### config.mk
export PLATFORM = sky130hd
export DESIGN_NAME = fir_decimator
export DESIGN_NICKNAME = d
export VERILOG_FILES = /design/src/rtl/fir_decimator.sv
export SDC_FILE = /design/constraint.sdc
export NUM_CORES = 1
export LEC_CHECK = 0
export CAP_MARGIN = 25
export CORE_ASPECT_RATIO = 0.5
export CORE_MARGIN = 5
export CORE_UTILIZATION = 52
export CTS_CLUSTER_SIZE = 30
export DETAILED_ROUTE_END_ITERATION = 7
export GPL_ROUTABILITY_DRIVEN = 0
export HOLD_SLACK_MARGIN = 0.08
export PLACE_DENSITY_LB_ADDON = 0.05
export SLEW_MARGIN = 20
export SYNTH_ARGS = -nofsm -noshare
export SYNTH_HDL_FRONTEND = slang
export SYNTH_SLANG_ARGS = --single-unit
export TNS_END_PERCENT = 1
### constraint.sdc
create_clock -name clk -period 6.1 [get_ports clk]
set_input_delay 1.83 -clock clk [delete_from_list [all_inputs] [get_ports clk]]
set_output_delay 1.83 -clock clk [all_outputs]
set_load 0.02 [all_outputs]
### src/rtl/fir_decimator.sv
// Decimate, round/saturate and FIFO-buffer the FIR output stream.
// Define FIR_DEC_AVG_EN for a boxcar-averaging decimator instead of pick-one.
module fir_decimator #(
  parameter int DATA_W     = 22,
  parameter int OUT_W      = 8,
  parameter int SHIFT      = 8,
  parameter int DECIM      = 4,
  parameter int FIFO_DEPTH = 4
) (
  input  logic                           clk,
  input  logic                           rst,
  input  logic                           sample_en,
  input  logic signed [DATA_W-1:0]       x_in,
  input  logic                           clear_flags,
  output logic signed [OUT_W-1:0]        out_data,
  output logic                           out_valid,
  input  logic                           out_ready,
  output logic [$clog2(FIFO_DEPTH):0]    fifo_level,
  output logic                           sat_sticky,
  output logic                           drop_sticky
);

  localparam int PH_W = (DECIM > 1) ? $clog2(DECIM) : 1;
  localparam int PW   = $clog2(FIFO_DEPTH);
  localparam int LW   = PW + 1;

  localparam logic signed [DATA_W:0] RND   = (DATA_W+1)'(1) << (SHIFT - 1);
  localparam logic signed [DATA_W:0] MAX_V = (DATA_W+1)'((1 << (OUT_W - 1)) - 1);
  localparam logic signed [DATA_W:0] MIN_V = ~MAX_V;

  logic [PH_W-1:0]          phase_q, phase_d;
  logic                     last_phase_s;
  logic                     keep_s;
  logic signed [DATA_W-1:0] keep_data_s;
  logic                     s1_vld_q;
  logic signed [DATA_W-1:0] s1_data_q;
  logic signed [DATA_W:0]   rnd_sum_s, rnd_s;
  logic signed [OUT_W-1:0]  res_s;
  logic                     clip_s;

  logic signed [OUT_W-1:0]  mem_q [FIFO_DEPTH];
  logic [PW-1:0]            rd_q, wr_q;
  logic [LW-1:0]            cnt_q, cnt_d;
  logic signed [OUT_W-1:0]  last_q;
  logic                     empty_s, full_s, pop_s, push_s, drop_s;
  logic                     sat_q, sat_d, drop_q, drop_d;

  assign last_phase_s = (phase_q == PH_W'(DECIM - 1));

  always_comb begin
    phase_d = phase_q;
    if (sample_en) begin
      if (last_phase_s) begin
        phase_d = '0;
      end else begin
        phase_d = phase_q + 1'b1;
      end
    end else begin
      phase_d = phase_q;
    end
  end

`ifdef FIR_DEC_AVG_EN
  localparam int LOG_D = $clog2(DECIM);
  localparam int ACC_W = DATA_W + LOG_D;

  logic signed [ACC_W-1:0] acc_q, acc_d, acc_sum_s, acc_avg_s;

  // The closing sample of a group is summed in the same cycle it is emitted.
  assign acc_sum_s   = acc_q + ACC_W'(x_in);
  assign acc_avg_s   = acc_sum_s >>> LOG_D;
  assign keep_s      = sample_en && last_phase_s;
  assign keep_data_s = acc_avg_s[DATA_W-1:0];

  always_comb begin
    acc_d = acc_q;
    if (sample_en) begin
      if (last_phase_s) begin
        acc_d = '0;
      end else begin
        acc_d = acc_sum_s;
      end
    end else begin
      acc_d = acc_q;
    end
  end

  always_ff @(posedge clk or posedge rst) begin
    if (rst) begin
      acc_q <= '0;
    end else begin
      acc_q <= acc_d;
    end
  end
`else
  assign keep_s      = sample_en && (phase_q == '0);
  assign keep_data_s = x_in;
`endif

  always_ff @(posedge clk or posedge rst) begin
    if (rst) begin
      phase_q   <= '0;
      s1_vld_q  <= 1'b0;
      s1_data_q <= '0;
    end else begin
      phase_q   <= phase_d;
      s1_vld_q  <= keep_s;
      s1_data_q <= keep_s ? keep_data_s : s1_data_q;
    end
  end

  // Round half up one bit wider than the input so the bias cannot overflow.
  assign rnd_sum_s = (DATA_W+1)'(s1_data_q) + RND;
  assign rnd_s     = rnd_sum_s >>> SHIFT;

  always_comb begin
    res_s  = rnd_s[OUT_W-1:0];
    clip_s = 1'b0;
    if (rnd_s > MAX_V) begin
      res_s  = MAX_V[OUT_W-1:0];
      clip_s = 1'b1;
    end else if (rnd_s < MIN_V) begin
      res_s  = MIN_V[OUT_W-1:0];
      clip_s = 1'b1;
    end else begin
      res_s  = rnd_s[OUT_W-1:0];
      clip_s = 1'b0;
    end
  end

  assign empty_s = (cnt_q == '0);
  assign full_s  = (cnt_q == LW'(FIFO_DEPTH));
  assign pop_s   = !empty_s && out_ready;
  assign push_s  = s1_vld_q && (!full_s || pop_s);
  assign drop_s  = s1_vld_q && full_s && !pop_s;

  always_comb begin
    cnt_d = cnt_q;
    case ({push_s, pop_s})
      2'b10:   cnt_d = cnt_q + 1'b1;
      2'b01:   cnt_d = cnt_q - 1'b1;
      default: cnt_d = cnt_q;
    endcase
  end

  // A set condition takes priority over a simultaneous clear.
  always_comb begin
    sat_d  = sat_q;
    drop_d = drop_q;
    if (push_s && clip_s) begin
      sat_d = 1'b1;
    end else if (clear_flags) begin
      sat_d = 1'b0;
    end else begin
      sat_d = sat_q;
    end
    if (drop_s) begin
      drop_d = 1'b1;
    end else if (clear_flags) begin
      drop_d = 1'b0;
    end else begin
      drop_d = drop_q;
    end
  end

  always_ff @(posedge clk or posedge rst) begin
    if (rst) begin
      for (int i = 0; i < FIFO_DEPTH; i++) begin
        mem_q[i] <= '0;
      end
      rd_q   <= '0;
      wr_q   <= '0;
      cnt_q  <= '0;
      last_q <= '0;
      sat_q  <= 1'b0;
      drop_q <= 1'b0;
    end else begin
      if (push_s) begin
        mem_q[wr_q] <= res_s;
        wr_q        <= wr_q + 1'b1;
      end
      if (pop_s) begin
        last_q <= mem_q[rd_q];
        rd_q   <= rd_q + 1'b1;
      end
      cnt_q  <= cnt_d;
      sat_q  <= sat_d;
      drop_q <= drop_d;
    end
  end

  // An empty FIFO keeps presenting the most recently consumed sample.
  assign out_data    = empty_s ? last_q : mem_q[rd_q];
  assign out_valid   = !empty_s;
  assign fifo_level  = cnt_q;
  assign sat_sticky  = sat_q;
  assign drop_sticky = drop_q;

endmodule

==> flow_summary.toml, run 1 <==
# yosys + openroad results
[cells_and_area]
drive_above_1_share_pct = 21.71
final_nets = 358
seq_share_pct = 39.96
ff_count = 67
clock_area_share_pct = 7.396
buffers = 35

[yosys]
yosysTopAreaCell = "dfrtp_1"
synth_cell_types = 44
ys_top_cells_by_area = "dfrtp_1, mux2_2, a221o_1"
fp_nets = 328

[flow_run]
warnings = 37

[clocking]
clk_pin_slew_ps = 50
cts_inserted_buffers = 9
worstSkewPairLatency_ps = 330

[die]
initial_core_util_pct = 52.97

[timing]
hold_viol_final = 0
grt_setup_unrepaired = "no"
finalClockPeriodUsage_pct = 70.17

[grt]
grt_pass1_vias = 2444

[min_path]
hold_depth = 2

[run_status]
outcome = "completed"

[routing]
antenna_left = 0

[worst_setup_path]
crit_start = "rd_q[0]"
run 1: metal layers:
metal	track usage (%)	wire length, um	share of wire (%)
met2	30.36	3494	47
met4	7.620	75	1.0
met3	6.313	399	5.3
met1	24.68	3522	47
met5	0	0	0
run 1: synth_stat cells, types with 2 or more instances:
library cell,n
nand2_1,26
a21oi_1,3
a211oi_2,5
nor2_1,14
inv_1,14
a21boi_1,2
ha_1,8
o21ai_0,9
nor4_2,2
o31ai_1,6
clkbuf_1,11
mux4_2,8
and2_1,3
a21oi_2,4
or4_1,2
xor2_1,10
a211oi_1,2
dfrtp_1,67
buf_2,3
mux2_2,30
nor3_1,2
nor4_1,3
xnor2_1,6
a221o_1,24
nand3_2,2
nand4b_1,2
nand4_1,3
nand3_1,5
run 1: cell families after synthesis:
group | count (synthesis) | synth area share (%)
simple gates | 70 | 10.42
flops | 67 | 47.99
compound gates | 62 | 15.83
mux | 38 | 14.83
buf+inv | 30 | 3.474
xor+xnor | 16 | 4.011
fa+ha+maj | 9 | 3.439
run 1: state kept, by name (all words and copies together), names as in the netlist:
name / cells
wr_q: 2
mem_q: 32
last_q: 8
drop_sticky: 1
s1_vld_q: 1
s1_data_q: 15
fifo_level: 3
phase_q: 2
sat_sticky: 1
rd_q: 2
run 1: power by group through the flow:
stage | Clock (W) | Combinational [W] | Sequential (W)
2_1_floorplan | 0 | 0.000832 | 0.000797
3_3_place_gp | 0 | 0.00106 | 0.000869
3_5_place_dp | 0 | 0.00109 | 0.000882
4_1_cts | 0.000548 | 0.00110 | 0.000876
5_1_grt | 0.000568 | 0.00119 | 0.000910
6_report | 0.000537 | 0.00109 | 0.000876
run 1: tightest hold or removal path: stages, from the launching register on:
cell	delay (ps)
dfrtp_1	340
nand2_1	50
o21ai_0	60
Fig. 1: run 1, gate families picked out
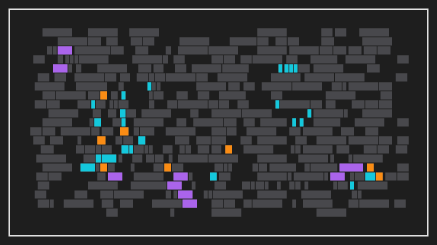
family	colour	cells	most used
and/or cells	orange	8	and2_1
fa/ha/maj cells	purple	9	ha_1
nor cells	cyan	23	nor2_1
highest-count logic cell in the final layout: dfrtp_1
combinational share of cell area: 40.41%

Fig. 2: run 1, layout detail
The bar under the picture is 10 um long. Region (19, 4) to (44, 29) um. Cells in grey, sequential cells in the stronger grey; small squares are vias.
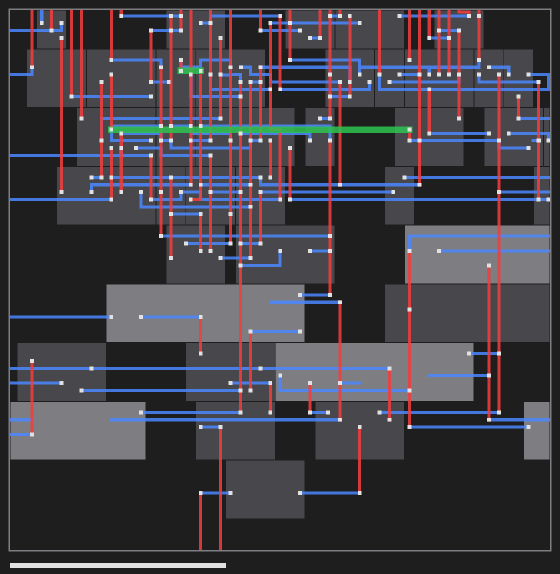
layer	colour
metal 1	blue
metal 3	green
metal 2	red
netlist names of flops here include	s1_data_q (3), wr_q (1)
most frequent	nand2_1 (5), dfrtp_1 (4)
cells with their middle in the window	37
sequential cells in the window	4

Fig. 3: run 1, wires at chosen ports, followed through buffers
The bar under the picture is 50 um long.
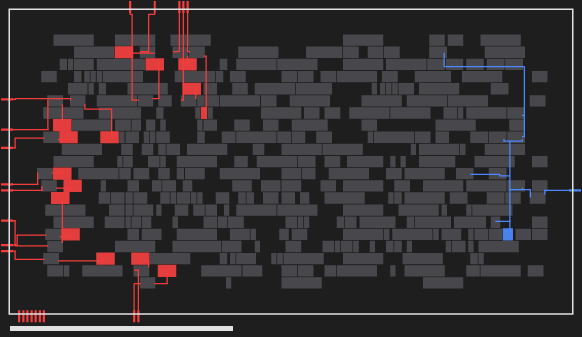
port	colour	bits	direction	end cells	wire
x_in	red	22	input	15	269 um
out_valid	blue	1	output	1	88.8 um
# port buffers: 33
num ports: 41

Fig. 4: run 1, routing congestion
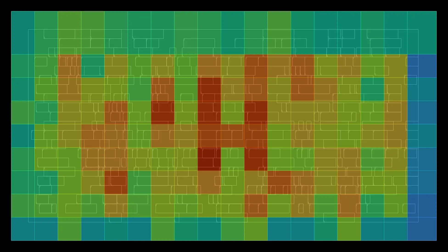

==> inputs of run 2 (changes only) <==
Clock period 6.1 ns to 4.1 ns, I/O delays scaled along.
Fig. 5: run 2, routing congestion
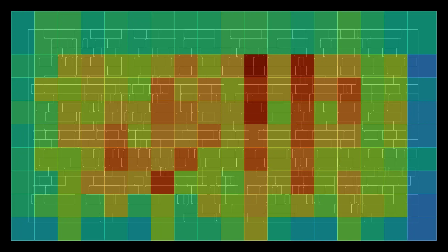
M2 GR Usage: 30.75%
All-Layer GR Usage: 19.47%
Avg WL per Cell: 17.41 um

==> flow_summary.toml, run 2 <==
# yosys + openroad results
[run_status]
outcome = "completed"

[worst_setup_path]
cp_top_family = "multiplexers"

[cells_and_area]
fin_area_sq_mm = 0.004265
largest_register_ffs = 32
top_register = "mem_q"
fin_util_pct = 64.67
final_nets = 365
drive_above_1_share_pct = 23.95

[yosys]
fp_nets = 328
yosysTopAreaCell = "dfrtp_1"
synth_cell_types = 44
ys_top_cells_by_area = "dfrtp_1, mux2_2, a221o_1"
synth.most_common_cell = "dfrtp_1"
common_cells = "dfrtp_1, mux2_2, nand2_1, a221o_1"

[flow_run]
warnings = 37

[routing]
antenna_left = 0
firstDrtPassIters = 4
drcViolationCount = 0

[placement]
numPortBuffers = 33
dpl_worst_slack_ps = 702.5

[clocking]
clk_pin_slew_ps = 50
cts_inserted_buffers = 9
worstSkewPairLatency_ps = 330

[die]
initial_core_util_pct = 52.97
ios = 41

[timing]
finalClockPeriodUsage_pct = 89.26
hold_viol_final = 0
slew_viol_final = 0

[grt]
grt_pass1_vias = 2567
Fig. 6: run 2, gate families picked out
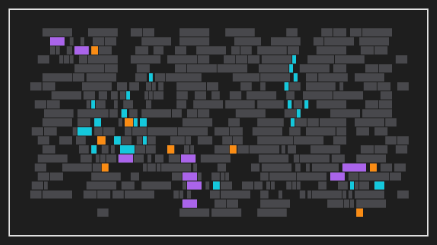
family	colour	cells	most used
and/or cells	orange	8	and2_1
nor cells	cyan	23	nor2_1
fa/ha/maj cells	purple	9	ha_1

[run 2: cell count changes in the layout (fill, tap and decap cells not counted)]
| cell | before | now |
|---|---|---|
| clkbuf_1 | 2 | 0 |
| clkbuf_8 | 0 | 1 |
| buf_4 | 2 | 9 |
| clkinv_2 | 2 | 1 |
| clkinvlp_4 | 1 | 2 |
| clkinv_4 | 0 | 1 |
[run 2: power breakdown]
group	internal (W)	switching (W)	total (W)	leakage [nW]
Clock	0.000548	0.000279	0.000826	0.155
Combinational	0.000849	0.000790	0.00164	0.796
Sequential	0.000984	0.000322	0.00131	0.819
[run 2: final timing paths]
kind / startpoint / end / cells past startpoint
max: rd_q[0] / out_data[1] / 3
min: mem_q[24] / mem_q[24] / 2
max reg2reg: s1_data_q[7] / mem_q[18] / 7
min reg2reg: mem_q[24] / mem_q[24] / 2
max in group asynchronous: rst / mem_q[15] / 3
min in group asynchronous: rst / s1_data_q[19] / 2
[run 2: area by class of cell]
type,instances,area (sq um)
Multi-Input combinational cell,195,1695
Clock inverter,6,88.84
Tap cell,92,115.1
Fill cell,529,2330
Clock buffer,10,239.0
Timing Repair Buffer,42,397.9
Sequential cell,67,1677
Inverter,14,52.55
[run 2: cell families after synthesis]
logic type	count (synthesis)	synth area share, %
AOI/OAI and AO/OA	62	15.83
xor gates and xnor gates	16	4.011
adders and majority gates	9	3.439
muxes	38	14.83
buffers and inverters	30	3.474
and+or+nand+nor	70	10.42
DFF	67	47.99
[run 2: per-layer routing]
metal	track usage (%)	vias up	part of all wire, %
met1	24.91	1232	46
met5	0	-	0
met2	30.75	72	46
li1	-	1162	-
met3	6.703	7	6.0
met4	8.422	0	1.1
Power is estimated from default activity; no workload was simulated.
